==> config.mk <==
export PLATFORM = sky130hd
export DESIGN_NAME = lsu_ctrl
export DESIGN_NICKNAME = d
export VERILOG_FILES = /design/src/rtl/lsu_pkg.sv /design/src/rtl/lsu_lane_fmt.sv /design/src/rtl/lsu_ctrl.sv
export SDC_FILE = /design/constraint.sdc
export NUM_CORES = 1
export LEC_CHECK = 0
export CAP_MARGIN = 20
export CORE_MARGIN = 10
export CORE_UTILIZATION = 30
export CTS_CLUSTER_DIAMETER = 200
export CTS_CLUSTER_SIZE = 40
export DETAILED_ROUTE_END_ITERATION = 12
export PLACE_DENSITY_LB_ADDON = 0.3
export SETUP_SLACK_MARGIN = 0.2
export SLEW_MARGIN = 30
export SYNTH_ARGS = -nofsm -noshare
export SYNTH_HDL_FRONTEND = slang
export SYNTH_SLANG_ARGS = --single-unit
==> constraint.sdc <==
create_clock -name clk -period 4.22 [get_ports clk]
set_input_delay 0.844 -clock clk [delete_from_list [all_inputs] [get_ports clk]]
set_output_delay 0.844 -clock clk [all_outputs]
set_load 0.02 [all_outputs]
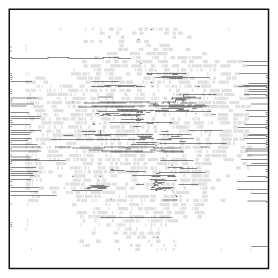
met3.png
Drawn at 1.5 px/um.
The longest straight run is 63.5 um. The wires run mostly horizontal.
total vias in the final route: 7045
Detailed Route WL: 27100 um
global routing usage on met3: 5.16%

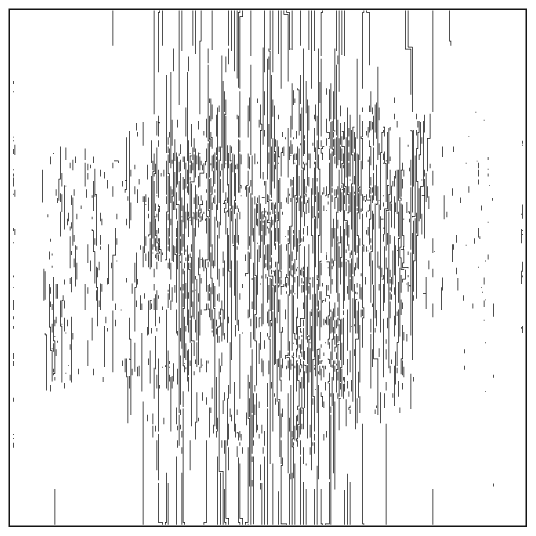
met2.png
Drawn at 3 px/um.
The wires run mostly vertical. The layer carries 12200 um of wire. The longest straight run is 52.9 um. 877 nets have wire on it. The layer holds 45% of the routed length.
global routing met2 resource utilization: 27.2%

==> out/results.tsv <==
stage	metric	value	unit
outcome	status	finished, final reports clean	
worst_setup_path	worst_path_max_delay_cell	sky130_fd_sc_hd__clkdlybuf4s50_1	
floorplan	initial_core_utilization	30.5	%
place	place.port_buffers	150	
cts	clock_latency	0.37	ns
cells_and_area	finalNetCount	1097	
worst_hold_path	hold_path_depth	2	
worst_setup_path	slowest_delay	0.46	ns
route	route.detailed.vias_per_inst	5.52	
logic_synthesis	netlist.top_cell.by_instances	sky130_fd_sc_hd__nand2_1	
cts	numCtsBuffers	9	
cells_and_area	logic_area	4350	um2
worst_hold_path	worst_hold_path_type	flop to flop	
grt	grt_first_pass_wirelength	40300	um
final_timing	grt_setup_unrepaired	yes	
cts	cts.path.max_buffers	2	
floorplan	floorplan.rows	55	
final_timing	timing.final.hold_violations	0	
logic_synthesis	yosys.stat.chipArea	6920	um2
worst_setup_path	crit_path_launch_type	input pin	
worst_setup_path	worstSetupEndpointType	primary output	
final_timing	relSlewSlack	40.1	%
cells_and_area	ff_latch_area	2200	um2
floorplan	die_area	29500	um2
route	count_of_tritonroute_iterations_in_the_first_routing_pass	5	
grt	maximum_number_of_pins_on_one_net_before_global_route_repair	78	
pwr	ir_worst_vdd	334	uV
logic_synthesis	yosys_warnings	0	
final_timing	min_period_over_period	94.5	%
cells_and_area	fill_cells	2302	
worst_setup_path	timing.critical_path.buf_inv	7	
floorplan	io_pins	203	
place	place.detailed.hpwl	19800	um
route	route.detailed.drc	0	
worst_setup_path	worstPathRequired	3.38	ns
logic_synthesis	synth_top_cell_by_area	sky130_fd_sc_hd__dfxtp_1	
final_timing	finalClockSkew	0.0111	ns
floorplan	core_area	22600	um2
worst_setup_path	crit_fanout	5	
pwr	switching_share	46.6	%
logic_synthesis	synthDominantCellAreaShare	31.8	%
flow_run	warning_count	58	
worst_setup_path	crit_type	input pin to primary output	
cts	clock_tree.htree_level_count	3	
logic_synthesis	yosys.cell_types.count	61	
logic_synthesis	yosysCellCount	828	
worst_setup_path	r2r_setup_slack	1.30	ns
logic_synthesis	synth_seq_share	31.8	%
cells_and_area	layout-area-overhead-vs-synth	34.0	%
pwr	finalPower	5.74	mW
logic_synthesis	ys_seq_elements	110	
cts	postCtsHoldBufs	0	
pwr	netSwitchingPower	2.67	mW
final_timing	finalMaxSlewViolations	0	
cells_and_area	antenna-diode-count	0	
worst_setup_path	path_depth	11	
grt	globalRoute.totalOverflow	0	
logic_synthesis	post_synthesis_cells	828	
final_timing	timing.setup.tns	0	ns
route	wl_per_cell	21.2	um
logic_synthesis	yosys-top-cells-count	sky130_fd_sc_hd__nand2_1, sky130_fd_sc_hd__dfxtp_1, sky130_fd_sc_hd__a21oi_1	
logic_synthesis	yosys-top-cells-area	sky130_fd_sc_hd__dfxtp_1, sky130_fd_sc_hd__mux2_2, sky130_fd_sc_hd__nand2_1	
logic_synthesis	number_of_synthesized_flops_with_an_enable_pin	0	
cts	cts.sink_count	110	
worst_setup_path	crit_chain	clkdlybuf4s50_1 > mux2i_2 > buf_4 > inv_2 > buf_4 > nand2_1 > buf_4 > o22ai_1 > a221oi_2 > buf_4 > clkdlybuf4s15_2	
grt	grt_usage	17.8	%
pwr	cell_internal_pwr	3.07	mW
floorplan	dieHeight	172	um
logic_synthesis	syn_avg_cell_area	8.35	um2
pwr	share_clk_of_total_power	15.1	%
cts	clock_tree_from_tritoncts	built	
worst_setup_path	worst_path_dominant_cell_family	buffers and inverters	
route	drt_first_iter_violations	825	
pwr	share_comb_of_total_power	60.3	%
logic_synthesis	post_synth_instance_area	6920	um2
final_timing	timing_worst_slew_pin_value	0.896	ns
pwr	leakage	3.52	nW
grt	grt_pass1_vias	6638	
route	postRouteAntennaNets	0	
grt	antenna_violations_before_repair	0	
[cell usage in the layout (no fill, tap or decap), types with 5 or more instances in the layout]
master                            instances
sky130_fd_sc_hd__buf_12                   5
sky130_fd_sc_hd__nand2b_1                10
sky130_fd_sc_hd__clkbuf_16                9
sky130_fd_sc_hd__a211oi_1                 9
sky130_fd_sc_hd__a32oi_1                  7
sky130_fd_sc_hd__o2111a_1                 8
sky130_fd_sc_hd__nand3_1                 17
sky130_fd_sc_hd__conb_1                  27
sky130_fd_sc_hd__mux2_1                   5
sky130_fd_sc_hd__a221oi_1                 5
sky130_fd_sc_hd__and2_1                   9
sky130_fd_sc_hd__o311ai_0                 9
sky130_fd_sc_hd__a31oi_1                 34
sky130_fd_sc_hd__clkdlybuf4s50_1        117
sky130_fd_sc_hd__nor3_1                  23
sky130_fd_sc_hd__o21ai_0                 31
sky130_fd_sc_hd__a21oi_1                 83
sky130_fd_sc_hd__nor2_1                  42
sky130_fd_sc_hd__dfxtp_1                110
sky130_fd_sc_hd__o22ai_1                 22
sky130_fd_sc_hd__or3_1                   16
sky130_fd_sc_hd__nand2_1                114
sky130_fd_sc_hd__buf_4                   68
sky130_fd_sc_hd__mux4_2                   7
sky130_fd_sc_hd__mux2_2                  42
sky130_fd_sc_hd__clkbuf_2                10
sky130_fd_sc_hd__buf_2                    6
sky130_fd_sc_hd__a221oi_2                20
sky130_fd_sc_hd__inv_1                   14
sky130_fd_sc_hd__mux2i_1                 40
sky130_fd_sc_hd__dlygate4sd2_1            9
[cells by family after synthesis]
family                   Yosys count  share of synthesized area (%)
AND-OR/OR-AND                    245                           23.8
adder cells (fa/ha/maj)            7                           1.27
buffers and inverters            114                           8.97
flip-flops                       110                           31.8
multiplexers                      99                           16.6
other                              1                         0.0542
AND/OR/NAND/NOR                  252                           17.4
[power groups by stage]
stage               sequential (mW)  clock [mW]  combinational [mW]
finish                         1.41       0.870                3.46
global route                   1.43       0.929                3.72
CTS                            1.40       0.894                3.42
detailed placement             1.43           0                3.35
global placement               1.42           0                3.33
floorplan                      1.41           0                2.18
[per-stage QoR]
step / hold slack, ns / area [um2] / setup slack [ns] / util (%) / std cells
5_1_grt: 0.465 / 9270 / 0.166 / 40.9 / 1277
3_5_place_dp: 0.444 / 8910 / -0.414 / 39.3 / 1261
4_1_cts: 0.453 / 9310 / 0.184 / 41.1 / 1277
3_3_place_gp: 0.437 / 8910 / -0.366 / 39.3 / 1261
6_report: 0.450 / 9270 / 0.233 / 40.9 / 1277
2_1_floorplan: 0.432 / 7010 / 0.417 / - / 854
[area by class of cell]
class | count | share of cell area (%)
clock buffer | 9 | 2.43
clock inverter | 7 | 0.837
inverter | 16 | 0.675
multi-input combinational | 630 | 46.9
sequential | 110 | 23.8
tap | 285 | 3.85
timing repair buffer | 220 | 21.5
[what timing repair did]
item / 4_1_cts / 5_1_grt
buffers inserted: 0 / 0
pin swaps: 3 / 10
gates resized: 74 / 27
setup endpoints to repair: 32 / 25
endpoints found under the hold margin: 0 / 0
[metal layers]
layer	vias to the layer above	wire length (um)	track usage, %
li1	3307	-	-
met1	3329	11400	23.4
met2	358	12200	27.2
met3	51	2660	5.16
met4	0	842	6.26
met5	-	0	0
Power and IR drop assume default switching activity.
